`config.mk`:
```
export PLATFORM = sky130hd
export DESIGN_NAME = mem_access_ctrl
export DESIGN_NICKNAME = d
export VERILOG_FILES = /design/src/rtl/mem_access_ctrl.sv
export SDC_FILE = /design/constraint.sdc
export NUM_CORES = 1
export LEC_CHECK = 0
export ABC_AREA = 1
export CORE_MARGIN = 8
export CORE_UTILIZATION = 44
export DETAILED_ROUTE_END_ITERATION = 10
export PLACE_DENSITY = 0.82
export SLEW_MARGIN = 10
export SYNTH_ARGS = -nofsm -noshare
export SYNTH_HDL_FRONTEND = slang
export SYNTH_SLANG_ARGS = --single-unit
```
`constraint.sdc`:
```
create_clock -name clk -period 3.1 [get_ports clk]
set_input_delay 0.31 -clock clk [delete_from_list [all_inputs] [get_ports clk]]
set_output_delay 0.31 -clock clk [all_outputs]
set_load 0.005 [all_outputs]
```
`src/rtl/mem_access_ctrl.sv`:
```
// Load/store initiator for the data-memory/MMIO port: one access in flight,
// alignment rejection, fixed read-latency wait and held response.
module mem_access_ctrl #(
    parameter int READ_LATENCY = 2,
    parameter int IO_BIT       = 31
) (
    input  logic        clk,
    input  logic        rst,
    input  logic        req_valid,
    output logic        req_ready,
    input  logic        req_store,
    input  logic [1:0]  req_length,
    input  logic        req_sign,
    input  logic [31:0] req_addr,
    input  logic [31:0] req_wdata,
    output logic        resp_valid,
    input  logic        resp_ready,
    output logic [31:0] resp_rdata,
    output logic        resp_misaligned,
    output logic        MemRead,
    output logic        MemWrite,
    output logic [31:0] mem_addr,
    output logic [31:0] mem_din,
    output logic [1:0]  mem_length,
    output logic        mem_sign,
    input  logic [31:0] mem_dout
);

    typedef enum logic [1:0] {
        IDLE   = 2'd0,
        ACCESS = 2'd1,
        WAIT   = 2'd2,
        RESP   = 2'd3
    } state_t;

    state_t      state_q, state_d;
    logic [2:0]  cnt_q, cnt_d;
    logic        store_q, store_d;
    logic [1:0]  len_q, len_d;
    logic        sign_q, sign_d;
    logic [31:0] addr_q, addr_d;
    logic [31:0] wdata_q, wdata_d;
    logic [31:0] rdata_q, rdata_d;
    logic        mis_q, mis_d;
    logic        req_mis;

    // IO-region addresses bypass the alignment check; length 3 behaves as word.
    always_comb begin
        req_mis = 1'b0;
        if (!req_addr[IO_BIT]) begin
            if (req_length == 2'd1)
                req_mis = req_addr[0];
            else if (req_length[1])
                req_mis = (req_addr[1:0] != 2'b00);
        end
    end

    always_ff @(posedge clk) begin
        if (rst) begin
            state_q <= IDLE;
            cnt_q   <= '0;
            store_q <= 1'b0;
            len_q   <= '0;
            sign_q  <= 1'b0;
            addr_q  <= '0;
            wdata_q <= '0;
            rdata_q <= '0;
            mis_q   <= 1'b0;
        end else begin
            state_q <= state_d;
            cnt_q   <= cnt_d;
            store_q <= store_d;
            len_q   <= len_d;
            sign_q  <= sign_d;
            addr_q  <= addr_d;
            wdata_q <= wdata_d;
            rdata_q <= rdata_d;
            mis_q   <= mis_d;
        end
    end

    always_comb begin
        state_d = state_q;
        cnt_d   = cnt_q;
        store_d = store_q;
        len_d   = len_q;
        sign_d  = sign_q;
        addr_d  = addr_q;
        wdata_d = wdata_q;
        rdata_d = rdata_q;
        mis_d   = mis_q;
        case (state_q)
            IDLE: begin
                if (req_valid) begin
                    store_d = req_store;
                    len_d   = req_length;
                    sign_d  = req_sign;
                    addr_d  = req_addr;
                    wdata_d = req_wdata;
                    rdata_d = '0;
                    mis_d   = req_mis;
                    state_d = req_mis ? RESP : ACCESS;
                end
            end
            ACCESS: begin
                if (store_q) begin
                    state_d = RESP;
                end else if (READ_LATENCY <= 1) begin
                    rdata_d = mem_dout;
                    state_d = RESP;
                end else begin
                    cnt_d   = 3'(READ_LATENCY - 1);
                    state_d = WAIT;
                end
            end
            WAIT: begin
                if (cnt_q <= 3'd1) begin
                    rdata_d = mem_dout;
                    cnt_d   = '0;
                    state_d = RESP;
                end else begin
                    cnt_d = cnt_q - 3'd1;
                end
            end
            RESP: begin
                if (resp_ready)
                    state_d = IDLE;
            end
            default: state_d = IDLE;
        endcase
    end

    assign req_ready       = (state_q == IDLE);
    assign resp_valid      = (state_q == RESP);
    assign resp_rdata      = rdata_q;
    assign resp_misaligned = mis_q;
    assign MemRead         = ((state_q == ACCESS) && !store_q) || (state_q == WAIT);
    assign MemWrite        = (state_q == ACCESS) && store_q;
    assign mem_addr        = addr_q;
    assign mem_din         = wdata_q;
    assign mem_length      = len_q;
    assign mem_sign        = sign_q;

endmodule

```
Register map, names as in the netlist:
Drawn at 3 px/um. Other sequential cells in the stronger gray, the rest of the logic in the fainter gray.
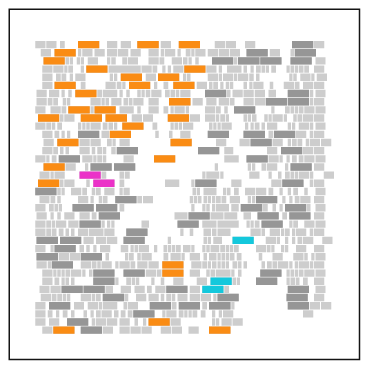
[`cnt_q`] cyan | placed flops: 3
[`mem_din`] orange | placed flops: 32
[`mem_length`] magenta | placed flops: 2
not colored: 69
FF+latch area: 0.002122 sq mm
post-layout util: 0.6824
Sequential Power: 1.99 mW

M2 wires:
Drawn at 3 px/um.
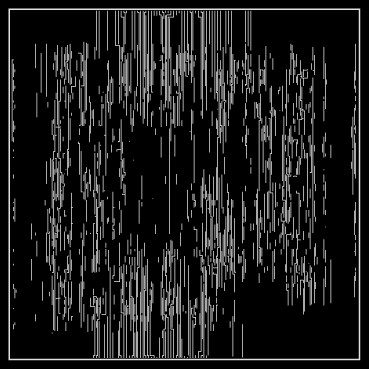
longest straight run: 51.7 um
main direction: vertical
nets with wire on the layer: 710
share of all routed wire: 48%
total vias in the final route: 4410
Routed WL: 13.53 mm

==> results_dict.tcl <==
# yosys + openroad results
set metrics [dict create \
    status "completed" \
    cts_resized 0 \
    drive_gt1_frac 0.07383 \
    syn_to_final_growth_pct 50.85 \
    warnings 31 \
    crit_path_start_kind "flip-flop" \
    whs_path_depth 3 \
    largest_area_cell "dfxtp_1" \
    whs_ns 0.4831 \
    fin_crit_sh 0.7866 \
    die_area_sq_mm 0.01351 \
    hold_viol 0 \
    total_power_mw 5.475 \
    ys.flops 106 \
    mux_area_frac 0 \
    grt.busiest_layer "met2" \
    power_density_mw_per_mm2 820.8 \
    antennaDiodeCount 0 \
    holdBufCountCts 0 \
    cts_setup_buffers 0 \
    rrSetupSlack_ns 1.07 \
    grt.met2_usage 0.3313 \
    slew_headroom 0.6014 \
    grt_overflow 0 \
    place_inst 889 \
    gp_congestion 0.7664 \
    critPathCapture "MemRead" \
    rsz0062_at_grt "false" \
    aoi_share 0.1330 \
    clk_pin_slew_ns 0.10 \
    crit_fanout 35 \
    die_w_um 116.2 \
    drc 0 \
    topCellsByArea "dfxtp_1 48%, nor2_1 14%, o21ai_0 8.5%" \
    final_nets 878 \
    synth-area-yosys_sq_mm 0.004422 \
    cp.arrival_ns 2.13 \
    portBuffers 207 \
    avgSynthCellArea_sq_um 7.571 \
    cp-startpoint "state_q[0]" \
    first_pass_iters 5 \
    simple_gate_share 0.2906 \
    initCoreUtil 0.4524 \
    min_to "mem_addr[1]" \
    cap_violations 0 \
]
layout by cell type, fill, tap and decap left out:
cell	count
dfxtp_1	106
bufinv_16	1
buf_12	1
ha_1	7
a21oi_1	41
o21a_2	1
inv_1	17
clkinvlp_4	1
clkbuf_8	9
nand3b_1	1
nor2_1	168
clkdlybuf4s50_1	207
nand3_1	7
inv_6	1
o21ai_0	75
inv_2	3
nand3_2	29
buf_4	8
clkinv_4	1
clkbuf_1	1
nand4_1	1
clkinv_2	2
nand2_1	84
Yosys cell counts, drive strengths merged:
master / count
nand3b: 1
a21oi: 41
clkbuf: 16
ha: 7
dfxtp: 106
nand4: 1
buf: 28
nand2: 84
o21a: 1
nor2: 168
inv: 20
nand3: 36
o21ai: 75
cell type report:
type / count / area (sq um) / area share
clock buffers: 10 / 127.6 / 0.01913
clock inverters: 6 / 65.06 / 0.009754
inverters: 20 / 75.07 / 0.01125
multi-input cells: 414 / 1962 / 0.2941
flip-flops and latches: 106 / 2122 / 0.3181
well taps: 133 / 166.4 / 0.02495
repair buffers: 216 / 2152 / 0.3226
metal layers:
| metal | wire (um) | vias to the layer above | share of wire |
|---|---|---|---|
| met2 | 6428 | 163 | 0.48 |
| li1 | - | 2223 | - |
| met5 | 0 | - | 0 |
| met4 | 333 | 0 | 0.025 |
| met1 | 5237 | 1999 | 0.39 |
| met3 | 1532 | 25 | 0.11 |
critical path: stages (launching register included):
cell             delay (ns)
dfxtp_1                0.34
inv_1                  0.15
ha_1                   0.21
buf_4                  0.33
inv_1                  0.09
o21ai_0                0.09
clkdlybuf4s50_1        0.55
report_power, final:
part / total, mW / switching (mW) / internal, mW
sequential: 1.99 / 0.219 / 1.77
combinational: 2.64 / 1.28 / 1.36
clock: 0.848 / 0.473 / 0.376
No activity file was given, so power comes from the tool's default toggle rates.
